<file path="config.mk">
export PLATFORM = sky130hd
export DESIGN_NAME = key_match_arbiter
export DESIGN_NICKNAME = d
export VERILOG_FILES = /design/src/rtl/key_match_arbiter.sv
export SDC_FILE = /design/constraint.sdc
export NUM_CORES = 1
export LEC_CHECK = 0
export CORE_MARGIN = 1.5
export CORE_UTILIZATION = 46
export DETAILED_ROUTE_END_ITERATION = 12
export GPL_TIMING_DRIVEN = 0
export PLACE_DENSITY = 0.87
export SYNTH_ARGS = -nofsm -noshare
export SYNTH_HDL_FRONTEND = slang
export SYNTH_SLANG_ARGS = --single-unit
</file>
<file path="constraint.sdc">
create_clock -name clk -period 2.9 [get_ports clk]
set_clock_uncertainty 0.05 [all_clocks]
set_input_delay 0.435 -clock clk [delete_from_list [all_inputs] [get_ports clk]]
set_output_delay 0.435 -clock clk [all_outputs]
set_load 0.005 [all_outputs]
</file>
<file path="src/rtl/key_match_arbiter.sv">
// key_match_arbiter
//   Round-robin arbiter that shares one key-match responder among N_REQ
//   requesters. The winner's key is registered and presented to the responder
//   on dn_req/dn_key until dn_ack. The winner then gets a one-cycle done pulse,
//   and the number of WAIT cycles is recorded in last_latency.
//   All outputs decode from registers, so there is no combinational path from
//   dn_ack or req_valid to any output.
//
// Ports
//   clk, rst       clock; synchronous active-high reset
//   req_valid      per-requester request, held with a stable key until done/err
//   req_key        packed keys, requester i at [i*KEY_W +: KEY_W]
//   done           one-hot, one-cycle match pulse
//   err            one-hot, one-cycle timeout pulse (0 without the timeout)
//   busy           arbiter not in IDLE
//   last_latency   WAIT cycles of last completed transaction, saturating at 31
//   dn_req/dn_key  request and key to the responder
//   dn_ack         responder match (combinational in the responder)
//
// Optional build macro
//   KEY_MATCH_ARB_TIMEOUT_EN : abort WAIT after TIMEOUT_CYC cycles with an err
//                              pulse (DONE_ERR state).
module key_match_arbiter #(
  parameter int N_REQ       = 4,
  parameter int KEY_W       = 4,
  parameter int TIMEOUT_CYC = 20
) (
  input  logic                   clk,
  input  logic                   rst,
  input  logic [N_REQ-1:0]       req_valid,
  input  logic [N_REQ*KEY_W-1:0] req_key,
  output logic [N_REQ-1:0]       done,
  output logic [N_REQ-1:0]       err,
  output logic                   busy,
  output logic [4:0]             last_latency,
  output logic                   dn_req,
  output logic [KEY_W-1:0]       dn_key,
  input  logic                   dn_ack
);

  localparam int IDX_W = (N_REQ > 1) ? $clog2(N_REQ) : 1;
  localparam logic [IDX_W-1:0] LAST_IDX = IDX_W'(N_REQ - 1);

  // Elaboration-time parameter range checks.
  if (N_REQ < 2 || N_REQ > 8) begin : g_bad_n_req
    $error("key_match_arbiter: N_REQ must be 2..8");
  end
  if (TIMEOUT_CYC < 1 || KEY_W < 1) begin : g_bad_cfg
    $error("key_match_arbiter: TIMEOUT_CYC and KEY_W must be at least 1");
  end

`ifdef KEY_MATCH_ARB_TIMEOUT_EN
  localparam int         TO_LIMIT = TIMEOUT_CYC - 1;
  localparam logic [4:0] TO_LAT   = (TIMEOUT_CYC > 31) ? 5'd31 : 5'(TIMEOUT_CYC);
`endif

  typedef enum logic [1:0] {
    S_IDLE,
    S_WAIT,
    S_DONE
`ifdef KEY_MATCH_ARB_TIMEOUT_EN
    , S_DONE_ERR
`endif
  } state_t;

  state_t           state_q, state_d;
  logic [IDX_W-1:0] ptr_q, ptr_d;
  logic [IDX_W-1:0] gnt_idx_q, gnt_idx_d;
  logic [KEY_W-1:0] key_q, key_d;
  logic [4:0]       wait_cnt_q, wait_cnt_d;
  logic [4:0]       last_latency_q, last_latency_d;

  // Round-robin pick: first set req_valid bit searching upward from ptr.
  logic             found;
  logic [IDX_W-1:0] sel;
  logic [KEY_W-1:0] sel_key;
  int               idx;

  always_comb begin
    found   = 1'b0;
    sel     = '0;
    sel_key = '0;
    idx     = 0;
    for (int k = 0; k < N_REQ; k++) begin
      idx = int'(ptr_q) + k;
      if (idx >= N_REQ) idx = idx - N_REQ;
      if (!found && req_valid[idx]) begin
        found   = 1'b1;
        sel     = idx[IDX_W-1:0];
        sel_key = req_key[idx*KEY_W +: KEY_W];
      end
    end
  end

  // wait_cnt + 1 saturating; doubles as the latency recorded on a match
  // since the matching cycle itself counts as a WAIT cycle.
  logic [4:0] wait_inc;
  assign wait_inc = (wait_cnt_q == 5'd31) ? 5'd31 : wait_cnt_q + 5'd1;

  logic [IDX_W-1:0] ptr_next;
  assign ptr_next = (gnt_idx_q == LAST_IDX) ? '0 : gnt_idx_q + 1'b1;

  always_comb begin
    state_d        = state_q;
    ptr_d          = ptr_q;
    gnt_idx_d      = gnt_idx_q;
    key_d          = key_q;
    wait_cnt_d     = wait_cnt_q;
    last_latency_d = last_latency_q;
    case (state_q)
      S_IDLE: begin
        if (found) begin
          gnt_idx_d  = sel;
          key_d      = sel_key;
          wait_cnt_d = '0;
          state_d    = S_WAIT;
        end
      end
      S_WAIT: begin
        wait_cnt_d = wait_inc;
        if (dn_ack) begin
          last_latency_d = wait_inc;
          state_d        = S_DONE;
        end
`ifdef KEY_MATCH_ARB_TIMEOUT_EN
        // A match in the final allowed cycle wins over the timeout.
        else if (32'(wait_cnt_q) == 32'(TO_LIMIT)) begin
          last_latency_d = TO_LAT;
          state_d        = S_DONE_ERR;
        end
`endif
      end
      S_DONE: begin
        ptr_d   = ptr_next;
        state_d = S_IDLE;
      end
`ifdef KEY_MATCH_ARB_TIMEOUT_EN
      S_DONE_ERR: begin
        ptr_d   = ptr_next;
        state_d = S_IDLE;
      end
`endif
      default: state_d = S_IDLE;
    endcase
  end

  always_ff @(posedge clk) begin
    if (rst) begin
      state_q        <= S_IDLE;
      ptr_q          <= '0;
      gnt_idx_q      <= '0;
      key_q          <= '0;
      wait_cnt_q     <= '0;
      last_latency_q <= '0;
    end else begin
      state_q        <= state_d;
      ptr_q          <= ptr_d;
      gnt_idx_q      <= gnt_idx_d;
      key_q          <= key_d;
      wait_cnt_q     <= wait_cnt_d;
      last_latency_q <= last_latency_d;
    end
  end

  logic [N_REQ-1:0] gnt_oh;
  assign gnt_oh = {{(N_REQ-1){1'b0}}, 1'b1} << gnt_idx_q;

  assign busy         = (state_q != S_IDLE);
  assign dn_req       = (state_q == S_WAIT);
  assign dn_key       = (state_q == S_IDLE) ? '0 : key_q;
  assign done         = (state_q == S_DONE) ? gnt_oh : '0;
  assign last_latency = last_latency_q;
`ifdef KEY_MATCH_ARB_TIMEOUT_EN
  assign err          = (state_q == S_DONE_ERR) ? gnt_oh : '0;
`else
  assign err          = '0;
`endif

endmodule

</file>
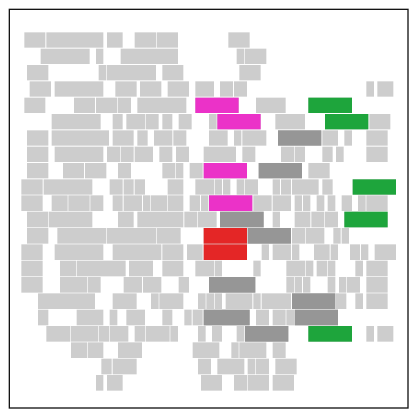
**Above:** run 1 (sequential cells colored by netlist name).
(6 px per um) Other sequential cells in the stronger gray, the rest of the logic in the fainter gray.
color	netlist name	flops
magenta	`key_q`	4
red	`gnt_idx_q`	2
green	`last_latency`	5
not colored	9

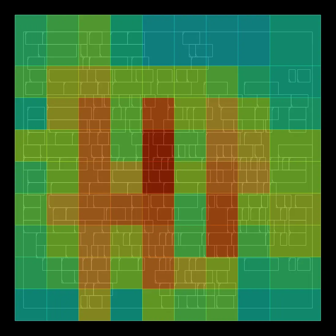
**Above:** run 1 (routing congestion).
share of the core filled with cells in the final layout: 0.6297
met1 GRT Util: 0.2439

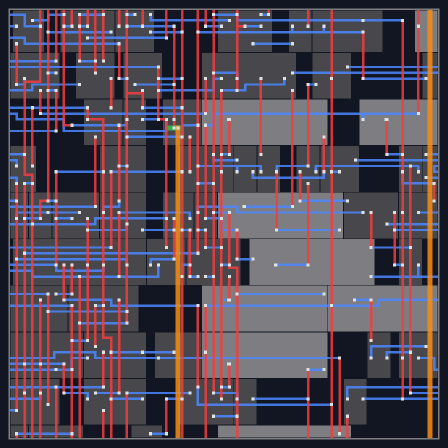
**Above:** run 1 (zoomed window).
Region (21, 21) to (46, 46) um. Cells in gray, sequential cells in the stronger gray; small squares are vias.
color	layer
green	M3
blue	M1
red	M2
orange	M4
most frequent	nor2_1 (10), dfxtp_1 (7)
netlist names of flops here include	`wait_cnt_q` (3), `gnt_idx_q` (2), `key_q` (2)
sequential cells in the window	7
cells with their middle in the window	51

==> summary.txt, run 1 <==
Notes from the flow run.

Logic synthesis:
- The run gives the cell taking the most area after synthesis as sky130_fd_sc_hd__dfxtp_1.
- Summing all multiplexer cells gives an area fraction of 0.2832.
- The run gives the number of warnings reported in the yosys synthesis log as 0.
- The synthesis report names the predominant flop master as sky130_fd_sc_hd__dfxtp_1.
- Per the Yosys statistics, synthesis produced 199 cells.
- The run gives the yosys stat chip area as 1838 um^2.
- Per the synth stats, the proportion of register bits with asynchronous set or reset is 0.
- The run gives the area share of fa/ha/maj cells after synthesis as 0.05446.
- Per the synthesis report, the XOR/XNOR share of the synthesized area is 0.
- The run gives the part of the Yosys area used for sequential elements as 0.2178.
- The run gives the synthesized area as 1838 um^2.
- In the post-synthesis netlist, the cell with the most instances is sky130_fd_sc_hd__nor2_1.
- The run gives the main kind of combinational logic by area as multiplexers.
- By count the netlist is led by sky130_fd_sc_hd__nor2_1 (24), sky130_fd_sc_hd__dfxtp_1 (20), sky130_fd_sc_hd__a21oi_1 (15), sky130_fd_sc_hd__nand2_1 (15), sky130_fd_sc_hd__mux4_2 (12).
- The run gives the number of instances in the synthesized netlist as 199.

Min path:
- The worst hold path terminates at last_latency[0].
- The run gives the worst hold-check path type as flip-flop to flip-flop.
- The worst hold path begins at last_latency[0].

Critical path:
- The run gives the critical path depth as 10.
- By instance count, the cell type seen most on the critical path is sky130_fd_sc_hd__buf_6.
- Walking the worst path, the cells encountered are buf_6 > buf_12 > inv_1 > ha_1 > buf_6 > mux4_2 > o41a_4 > buf_6 > a2bb2oi_1 > nor2_1.
- The run gives the required time of the critical path as 3.04 ns.
- The run gives the maximum fanout along the worst path as 10.
- Setup slack on the worst reg-to-reg path comes out at 0.14 ns.
- STA classifies the critical path startpoint as a flip-flop.

Final layout:
- The library cell used most frequently in the layout, excluding fill and tap cells, is sky130_fd_sc_hd__clkdlybuf4s50_1.
- After layout, the buffer instance count without clock buffers stands at 56.
- The run gives the antenna diode instance count as 0.
- The run puts the final cell count without fillers at 291.
- The run puts the clock-cell share of area at 0.01752.
- The run puts the clock tree buffer count of the final layout at 3.
- In the layout the commonest cells are sky130_fd_sc_hd__clkdlybuf4s50_1 (34), sky130_fd_sc_hd__nor2_1 (24), sky130_fd_sc_hd__dfxtp_1 (18).
- Of the total standard cell area in the layout, the multi-input combinational portion is 0.5621.

Die:
- The run puts the total number of placement rows at 22.
- The die is 66.21 um wide.

Route:
- The highest metal layer carrying signal wires in the routed design is met4.
- The run puts the detailed-route wire length on metal 1 at 1804 um.
- The run gives the mean number of vias per cell as 5.852.
- The run gives the total wire length as 4106 um.
- Once iteration 0 of detailed routing completed, the report listed 124 DRC markers.

Pwr:
- The run puts the total power at 803.9 uW.
- The run puts the sequential power share at 0.389.
- Clock network power for this build is 176 uW.
- Summed over all nets, the switching power comes to 244.2 uW.
- The run puts the sequential-cell power consumption at 313 uW.
- The highest supply drop recorded on VDD is 0.2280 mV.
- The power report attributes to the combinational group a share of 0.392.

Global route:
- The run gives the via count of the first global-routing pass as 1467.
- Entering global routing, the biggest net connects 20 pins.
- The run puts the global-route usage over all layers at 0.1964.
- met2 is the most crowded layer.
- The number of antenna violations at the first check in global routing is 0.

Status:
- The run finished with clean final reports.

Flow run:
- Across all stage logs, warnings added up to 31.
- The run gives the total of max-cap violations as 0.

STA:
- The run puts the achievable clock frequency at 362.4 MHz.
- The run puts the relative max-transition margin at 0.6430.
- The most critical hold endpoint after final layout shows a slack of 0.4074 ns.
- The run puts the post-layout minimum cycle time at 2.760 ns.
- The transition time recorded at the tightest slew-check pin is 0.5335 ns.

CTS:
- TritonCTS built the clock tree.
- Per the CTS log, the maximum H-tree level is 1.
- The run gives the cell chosen for the clock root as sky130_fd_sc_hd__clkbuf_8.
- Post-CTS repair ended up resizing 7 cells.
- The run gives the clock-pin slew of the registers on the worst-case setup and hold paths as 0.06 ns.

Placement:
- The run puts the worst slack at placement at -0.3042 ns.
- The run puts the area after detailed placement at 2260 um^2.
**Run 1: metal 2**

(6 px per um)
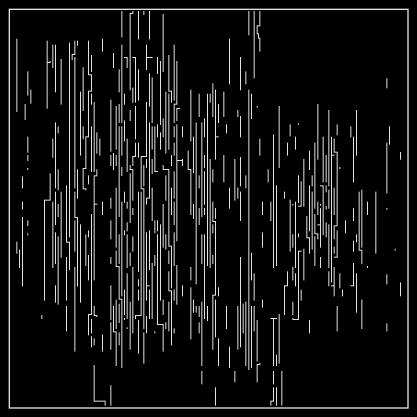

--- run 2 (diff from run 1) ---
Settings changed: CELL_PAD_IN_SITES_DETAIL_PLACEMENT from default to 0, CELL_PAD_IN_SITES_GLOBAL_PLACEMENT from default to 1, CORE_UTILIZATION 46 to 34, PLACE_DENSITY 0.87 to 0.86, SKIP_LAST_GASP from default to 1.
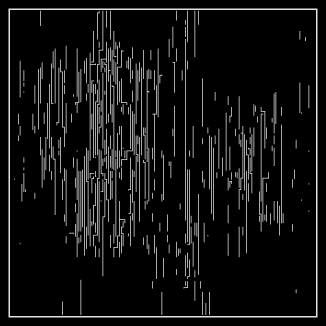
**Above:** run 2 (metal 2).
(4 px per um)
nets with wire on the layer	219
longest straight run	45.2 um
share of all routed wire	49%
GR met2 Demand/Resource: 0.2589
final WL: 4359 um
Vias: 1695

==> run 2 against run 1 <==
Effect of this change: critical path depth unchanged; die area increased by 34%; count of clock-buffer cells in the layout unchanged; maximum frequency increased by 0.18%; highest routed layer unchanged; combinational power about the same; register-to-register slack about the same; largest power group is now sequential cells.
==> summary.txt, run 2 <==
Notes from the flow run.

STA:
- The run gives the hold slack as 0.4027 ns.
- Checking max transition, the worst relative margin is 0.6447.
- Static timing analysis puts the maximum clock frequency at 363.0 MHz.

Status:
- The run finished with clean final reports.

Global route:
- Overall routing resource usage recorded by global route was 0.1507.
- The global routing stage identified its most utilized layer as met2.
- The run gives the maximum number of pins on one net before global-route repair as 20.

Final layout:
- The run gives the number of buffers other than clock buffers in the final layout as 54.
- Per the cell usage report, the commonest logic cells after layout are sky130_fd_sc_hd__clkdlybuf4s50_1 (34), sky130_fd_sc_hd__nor2_1 (23), sky130_fd_sc_hd__dfxtp_1 (18).
- The run puts the antenna diode instance count at 0.
- Leaving out filler cells and counting taps, the final layout contains 311.
- The run gives the fraction of area in multi-input gates as 0.5585.
- At the end of the flow the core is filled with cells to 0.4591.

Logic synthesis:
- The run puts the number of warnings reported in the yosys synthesis log at 0.
- The synthesis report names the predominant flop master as sky130_fd_sc_hd__dfxtp_1.
- For this run, the register share of the synthesized area comes to 0.2178.
- The run puts the fraction of synthesis flops using an asynchronous set or reset pin at 0.
- The cell-mix breakdown from Yosys lists the XOR/XNOR area share as 0.
- The run gives the number of instances in the synthesized netlist as 199.

Min path:
- The run gives the worst hold-check path type as flip-flop to flip-flop.

Critical path:
- The run gives the critical path depth as 10.
- The worst register-to-register path has a setup slack of 0.15 ns.
- Per STA, the worst path is made up of buf_6 > buf_12 > clkinvlp_4 > ha_1 > buf_6 > mux4_2 > o41a_4 > buf_6 > a2bb2oi_1 > nor2_1.

Pwr:
- The run gives the total power as 803.1 uW.
- The run puts the worst ir drop on vdd at 0.1442 mV.
- The run gives the combinational cell fraction of total power as 0.390.

CTS:
- Looking at the worst setup and hold paths, the clock pins of their registers show a slew of 0.07 ns.
- CTS built an H-tree with a depth of 1.
- CTS placed an instance of sky130_fd_sc_hd__clkbuf_8 at the clock tree root.
- The run gives the CTS tree as built.

Route:
- The run gives the number of DRC markers in iteration 0 as 61.
- The detailed router put a total of 2004 um of wire on met1.
- In the routed layout, each cell is associated on average with a via count of 5.450.

Placement:
- The run puts the worst slack at placement at -0.3911 ns.

Flow run:
- The run puts the number of logged tool warnings at 31.
- The run puts the total of max-cap violations at 0.
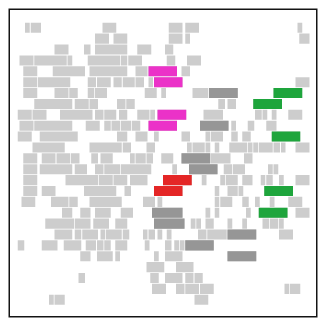
**Above:** run 2 (sequential cells colored by netlist name).
(4 px per um) Other sequential cells in the stronger gray, the rest of the logic in the fainter gray.
color	netlist name	flops
green	`last_latency`	5
magenta	`key_q`	4
red	`gnt_idx_q`	2
not colored	9
total area of sequential cells: 402.9 um^2
flop share of the area: 0.1697
power of the sequential group: 314 uW

Power figures rest on the tool's default switching activity, not on a simulated workload.
